## src/rtl/bus_pkg.sv

```systemverilog
// Shared definitions for the serial system bus ports.
// State encodings, op codes and default field widths.
package bus_pkg;

  typedef enum logic [2:0] {
    ST_IDLE         = 3'd0,
    ST_RECEIVE      = 3'd1,
    ST_MEM_WRITE    = 3'd2,
    ST_MEM_READ     = 3'd3,
    ST_WAIT_READ_TX = 3'd4
  } state_e;

  typedef enum logic [1:0] {
    OP_INACTIVE = 2'b00,
    OP_WRITE    = 2'b10,
    OP_READ     = 2'b11
  } op_e;

  localparam int ADDR_LEN_DEF = 12;
  localparam int DATA_LEN_DEF = 8;

  function automatic int max_len(input int a, input int b);
    return (a > b) ? a : b;
  endfunction

endpackage

```

## src/rtl/bit_deserializer.sv

```systemverilog
// Bit-indexed shift-free deserialiser: writes one bit at a given index.
// Exposes the next-state word so the caller can latch the final bit same edge.
module bit_deserializer #(
  parameter int WIDTH = 8,
  parameter int IDXW  = 4
) (
  input  logic             clk,
  input  logic             reset,
  input  logic             clr_i,
  input  logic             en_i,
  input  logic [IDXW-1:0]  idx_i,
  input  logic             bit_i,
  output logic [WIDTH-1:0] nxt_o
);

  logic [WIDTH-1:0] shadow_q;
  logic [WIDTH-1:0] shadow_d;

  // Indices at or beyond WIDTH match no bit and are dropped.
  always_comb begin
    shadow_d = clr_i ? '0 : shadow_q;
    if (en_i) begin
      for (int i = 0; i < WIDTH; i++) begin
        if (idx_i == IDXW'(i)) shadow_d[i] = bit_i;
      end
    end
  end

  always_ff @(posedge clk) begin
    if (reset) shadow_q <= '0;
    else       shadow_q <= shadow_d;
  end

  assign nxt_o = shadow_d;

endmodule

```

## src/rtl/slave_in_port.sv

```systemverilog
// Slave-side receive port: deserialises address/data from the master,
// issues one memory request and holds the bus for reads until data returns.
module slave_in_port
  import bus_pkg::*;
#(
  parameter int ADDR_LEN = ADDR_LEN_DEF,
  parameter int DATA_LEN = DATA_LEN_DEF
) (
  input  logic                clk,
  input  logic                reset,
  input  logic                master_valid,
  input  logic                write_en,
  input  logic                read_en,
  input  logic                rx_address,
  input  logic                rx_data,
  output logic                slave_ready,
  output logic [ADDR_LEN-1:0] mem_addr,
  output logic [DATA_LEN-1:0] mem_wdata,
  output logic                mem_write,
  output logic                mem_read,
  input  logic                mem_ack,
  input  logic                read_done,
  output logic                rx_done
);

  localparam int MAXLEN = max_len(ADDR_LEN, DATA_LEN);
  localparam int CW     = $clog2(MAXLEN + 1);
  localparam logic [CW-1:0] LAST = CW'(MAXLEN - 1);

  state_e              state_q;
  op_e                 op_q;
  logic [CW-1:0]       cnt_q;
  logic                ready_q;
  logic [ADDR_LEN-1:0] addr_q;
  logic [DATA_LEN-1:0] wdata_q;
  logic                mem_write_q;
  logic                mem_read_q;
  logic                rx_done_q;

  logic                hs;
  logic                rx_bit;
  logic [CW-1:0]       idx;
  logic                addr_en;
  logic                data_en;
  logic [ADDR_LEN-1:0] addr_nxt;
  logic [DATA_LEN-1:0] data_nxt;

  assign hs = (state_q == ST_IDLE) & master_valid & ready_q
            & (write_en ^ read_en);
  assign rx_bit = (state_q == ST_RECEIVE) & master_valid;
  assign idx = hs ? '0 : cnt_q;
  assign addr_en = hs | rx_bit;
  assign data_en = hs ? write_en : (rx_bit & (op_q == OP_WRITE));

  bit_deserializer #(.WIDTH(ADDR_LEN), .IDXW(CW)) u_addr_des (
    .clk   (clk),
    .reset (reset),
    .clr_i (hs),
    .en_i  (addr_en),
    .idx_i (idx),
    .bit_i (rx_address),
    .nxt_o (addr_nxt)
  );

  bit_deserializer #(.WIDTH(DATA_LEN), .IDXW(CW)) u_data_des (
    .clk   (clk),
    .reset (reset),
    .clr_i (hs),
    .en_i  (data_en),
    .idx_i (idx),
    .bit_i (rx_data),
    .nxt_o (data_nxt)
  );

  always_ff @(posedge clk) begin
    if (reset) begin
      state_q     <= ST_IDLE;
      op_q        <= OP_INACTIVE;
      cnt_q       <= '0;
      ready_q     <= 1'b1;
      addr_q      <= '0;
      wdata_q     <= '0;
      mem_write_q <= 1'b0;
      mem_read_q  <= 1'b0;
      rx_done_q   <= 1'b0;
    end else begin
      rx_done_q <= 1'b0;
      case (state_q)
        ST_IDLE: begin
          if (hs) begin
            op_q    <= write_en ? OP_WRITE : OP_READ;
            cnt_q   <= CW'(1);
            ready_q <= 1'b0;
            state_q <= ST_RECEIVE;
          end
        end
        ST_RECEIVE: begin
          if (!master_valid) begin
            state_q <= ST_IDLE;
            ready_q <= 1'b1;
          end else if (cnt_q == LAST) begin
            addr_q <= addr_nxt;
            if (op_q == OP_WRITE) begin
              wdata_q     <= data_nxt;
              mem_write_q <= 1'b1;
              state_q     <= ST_MEM_WRITE;
            end else begin
              mem_read_q <= 1'b1;
              state_q    <= ST_MEM_READ;
            end
          end else begin
            cnt_q <= cnt_q + CW'(1);
          end
        end
        ST_MEM_WRITE: begin
          if (mem_ack) begin
            mem_write_q <= 1'b0;
            rx_done_q   <= 1'b1;
            ready_q     <= 1'b1;
            state_q     <= ST_IDLE;
          end
        end
        ST_MEM_READ: begin
          if (mem_ack) begin
            mem_read_q <= 1'b0;
            rx_done_q  <= 1'b1;
            state_q    <= ST_WAIT_READ_TX;
          end
        end
        ST_WAIT_READ_TX: begin
          if (read_done) begin
            ready_q <= 1'b1;
            state_q <= ST_IDLE;
          end
        end
        default: begin
          state_q     <= ST_IDLE;
          op_q        <= OP_INACTIVE;
          cnt_q       <= '0;
          ready_q     <= 1'b1;
          addr_q      <= '0;
          wdata_q     <= '0;
          mem_write_q <= 1'b0;
          mem_read_q  <= 1'b0;
          rx_done_q   <= 1'b0;
        end
      endcase
    end
  end

  assign slave_ready = ready_q;
  assign mem_addr    = addr_q;
  assign mem_wdata   = wdata_q;
  assign mem_write   = mem_write_q;
  assign mem_read    = mem_read_q;
  assign rx_done     = rx_done_q;

endmodule
```

## config.mk

```make
export PLATFORM = sky130hd
export DESIGN_NAME = slave_in_port
export DESIGN_NICKNAME = d
export VERILOG_FILES = /design/src/rtl/bus_pkg.sv /design/src/rtl/bit_deserializer.sv /design/src/rtl/slave_in_port.sv
export SDC_FILE = /design/constraint.sdc
export NUM_CORES = 1
export LEC_CHECK = 0
export CAP_MARGIN = 20
export CORE_MARGIN = 2
export CORE_UTILIZATION = 45
export DETAILED_ROUTE_END_ITERATION = 6
export HOLD_SLACK_MARGIN = 0.05
export PLACE_DENSITY = 0.69
export SETUP_SLACK_MARGIN = 0.02
export SLEW_MARGIN = 20
export SYNTH_ARGS = -nofsm -noshare
export SYNTH_HDL_FRONTEND = slang
export SYNTH_SLANG_ARGS = --single-unit
```

## constraint.sdc

```tcl
create_clock -name clk -period 3.14 [get_ports clk]
set_input_delay 0.314 -clock clk [delete_from_list [all_inputs] [get_ports clk]]
set_output_delay 0.314 -clock clk [all_outputs]
set_load 0.01 [all_outputs]
```

==> impl_metrics.tcl <==
# place-and-route summary
set metrics [dict create \
    areaGrowthSynthToFinish_pct 18.05 \
    timing.critical_path.cells "clkdlybuf4s50_1 -> and3b_1 -> a21oi_2 -> or4_1 -> a21oi_1" \
    cts_tree "done" \
    most_instantiated_logic_cell_after_routing "sky130_fd_sc_hd__dfxtp_1" \
    synthesis.instances 251 \
    fp_util_pct 46.42 \
    warnings 26 \
    placedInstanceArea_um2 2711 \
    number_of_inserted_diodes 0 \
    syn-cell-area_um2 2371 \
    seq_area_um2 1061 \
    r2r_cell_count 4 \
    finalPower_uw 1276 \
    hpwlAfterDp_um 3561 \
    status "completed" \
    p_sw_uw 367.0 \
    synth-edff-count 0 \
    rows 26 \
    grt_max_degree 17 \
    top_cells_by_area "sky130_fd_sc_hd__dfxtp_1 (45%), sky130_fd_sc_hd__nand3_1 (5.7%), sky130_fd_sc_hd__mux2i_1 (5.1%)" \
    p_seq_uw 703 \
    non_filler_cell_area_final_um2 2799 \
    cts_hold_buf 0 \
    ys_chip_area_um2 2371 \
    dominant_power_group "registers" \
    buffer_type_at_the_clock_tree_root "sky130_fd_sc_hd__clkbuf_8" \
    pre_cts_slack_ps 863.4 \
    path_class "input pin to flip-flop" \
    finalHoldViolCount 0 \
    worst_ir_drop_vdd_uv 252.0 \
    worst_ep_arrival_time_ps 2210 \
    top_cell_types_by_occurrence_after_synthesis "sky130_fd_sc_hd__dfxtp_1 (53), sky130_fd_sc_hd__nand3_1 (27), sky130_fd_sc_hd__a21oi_1 (20)" \
    critPathRequiredTime_ps 3390 \
    crit_path_end_kind "flip-flop" \
    global_route.overflow_total 0 \
    core_region_area_um2 5107 \
    drt_first_iter_violations 132 \
    worst_hold_path.num_cells 2 \
    p_int_uw 909.4 \
    post_cts_buffers 0 \
    ctsHtreeMaxLevel 2 \
    ys_dominant_reg_cell "sky130_fd_sc_hd__dfxtp_1" \
    drt-vias-per-instance 5.781 \
    detail-route-antenna-nets 0 \
    cells_yosys 251 \
    finClkSkew_ps 6.061 \
    crit_family "simple AND/OR/NAND/NOR gates" \
    number_of_fill_cells_in_the_layout 484 \
    critPathSlowestCell "sky130_fd_sc_hd__clkdlybuf4s50_1" \
    cts.reportedPaths.clkPinSlew_ps 100 \
    chip_area_um2 5865 \
    power.sequential.fraction_pct 55.1 \
    ys_ff 53 \
    critical_path_peak_fanout 10 \
    place.detailed.instances 335 \
]
## kinds of logic after synthesis
group,share of synthesized area [%]
buffers and inverters,5.646
xor gates and xnor gates,0.6862
AOI/OAI and AO/OA,21.48
muxes,5.066
adders and majority gates,0.5276
and+or+nand+nor,21.85
DFF,44.75
## final timing paths
kind / from / endpoint / slack (ps)
max reg2reg: state_q[2] / mem_addr[10] / 1230
min reg2reg: u_addr_des.shadow_q[0] / mem_addr[0] / 450
max: master_valid / cnt_q[3] / 1180
min: u_addr_des.shadow_q[0] / mem_addr[0] / 450
## layer usage
metal	wire, um	global-route usage (%)
met1	2519	24.81
met2	2270	28.05
met3	269	4.621
met4	61	5.455
met5	0	0
## metrics by stage
step | utilization (%) | hold WS (ps)
finish | 54.80 | 452.4
global route | 54.80 | 482.7
CTS | 54.80 | 461.4
detailed placement | 53.09 | 445.3
global placement | 53.09 | 445.7
floorplan | - | 423.3
## tightest hold or removal path: stages (launching register included)
cell and delay, ps:
sky130_fd_sc_hd__dfxtp_1 320, sky130_fd_sc_hd__inv_1 50, sky130_fd_sc_hd__o2bb2ai_1 50
## area by class of cell
cell class	count	share of cell area [%]
Clock inverter	2	0.5364
Inverter	8	1.073
Tap cell	70	3.129
Clock buffer	6	2.593
Timing Repair Buffer	36	12.52
Sequential cell	53	37.91
Multi-Input combinational cell	168	42.24
## flip-flops by register name (all words and copies together) (netlist names)
name / flops
u_addr_des.shadow_q: 12
op_q: 2
mem_read: 1
u_data_des.shadow_q: 8
cnt_q: 4
rx_done: 1
mem_addr: 12
state_q: 3
mem_wdata: 8
slave_ready: 1
mem_write: 1
### M2 wires

Drawn at 4 px/um. Cells faint in the background.
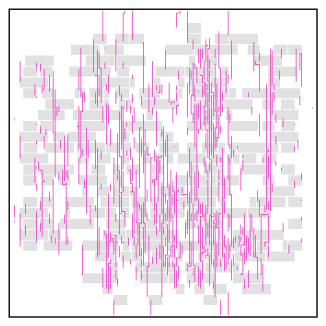
main direction	vertical
nets with wire on the layer	241
share of all routed wire	44%
wire length on this layer	2270 um
met2 Use GR: 28.05%
via count: 1983
sum of routed wire length over all layers: 5120 um

### I/O nets highlighted

Drawn at 4 px/um.
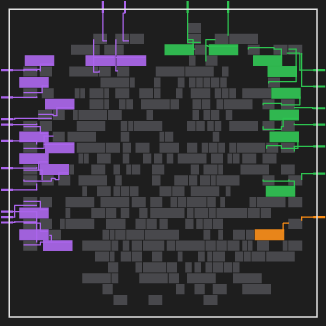
port	colour	bits	direction	end cells	wire
`rx_done`	orange	1	output	1	7.30 um
`mem_wdata`	green	8	output	8	154 um
`mem_addr`	purple	12	output	12	238 um
total I/O pin count: 33
count of buffers from port buffering: 32

### Metal layers overlaid

Drawn at 8 px/um. Two of the layers only.
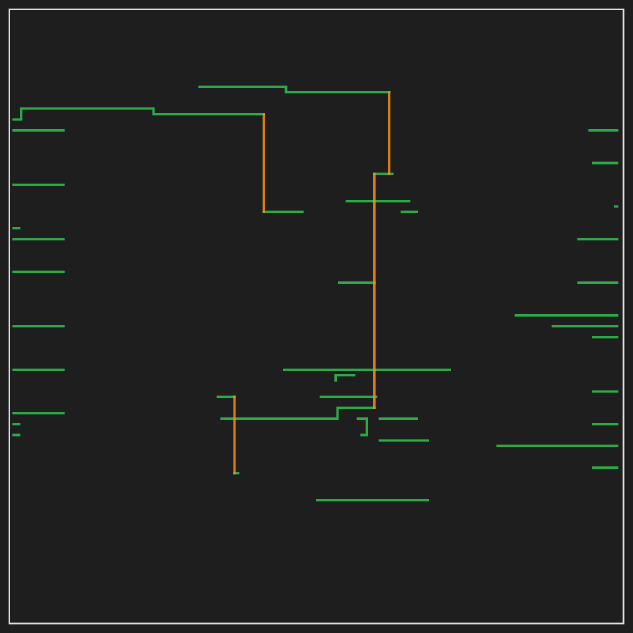
layer	colour	wire length
metal 4	orange	61.2 um
metal 3	green	270 um
routed len/inst: 14.93 um
GRT Total Usage: 18.10%

### Clock nets

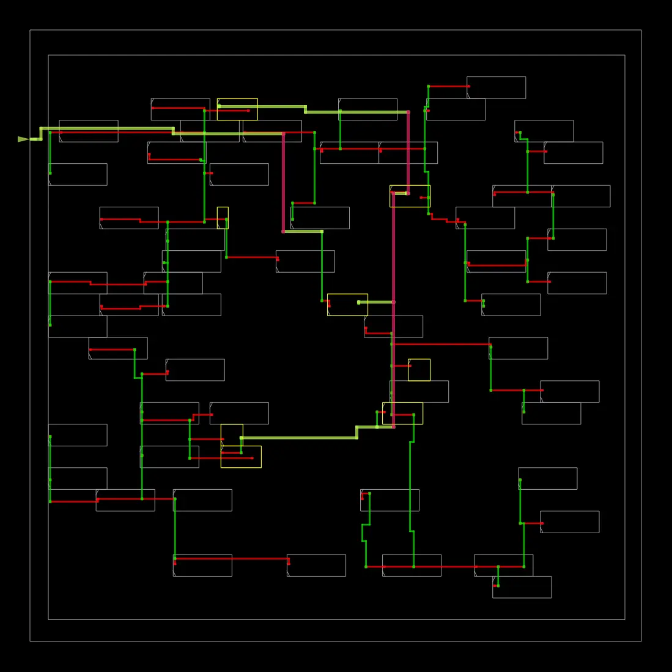
clk_lat worst skew: 310 ps
# clk buffers: 6
clock network power consumption: 387 uW
count of sequential standard cells: 53

No activity file was given, so power comes from the tool's default toggle rates.
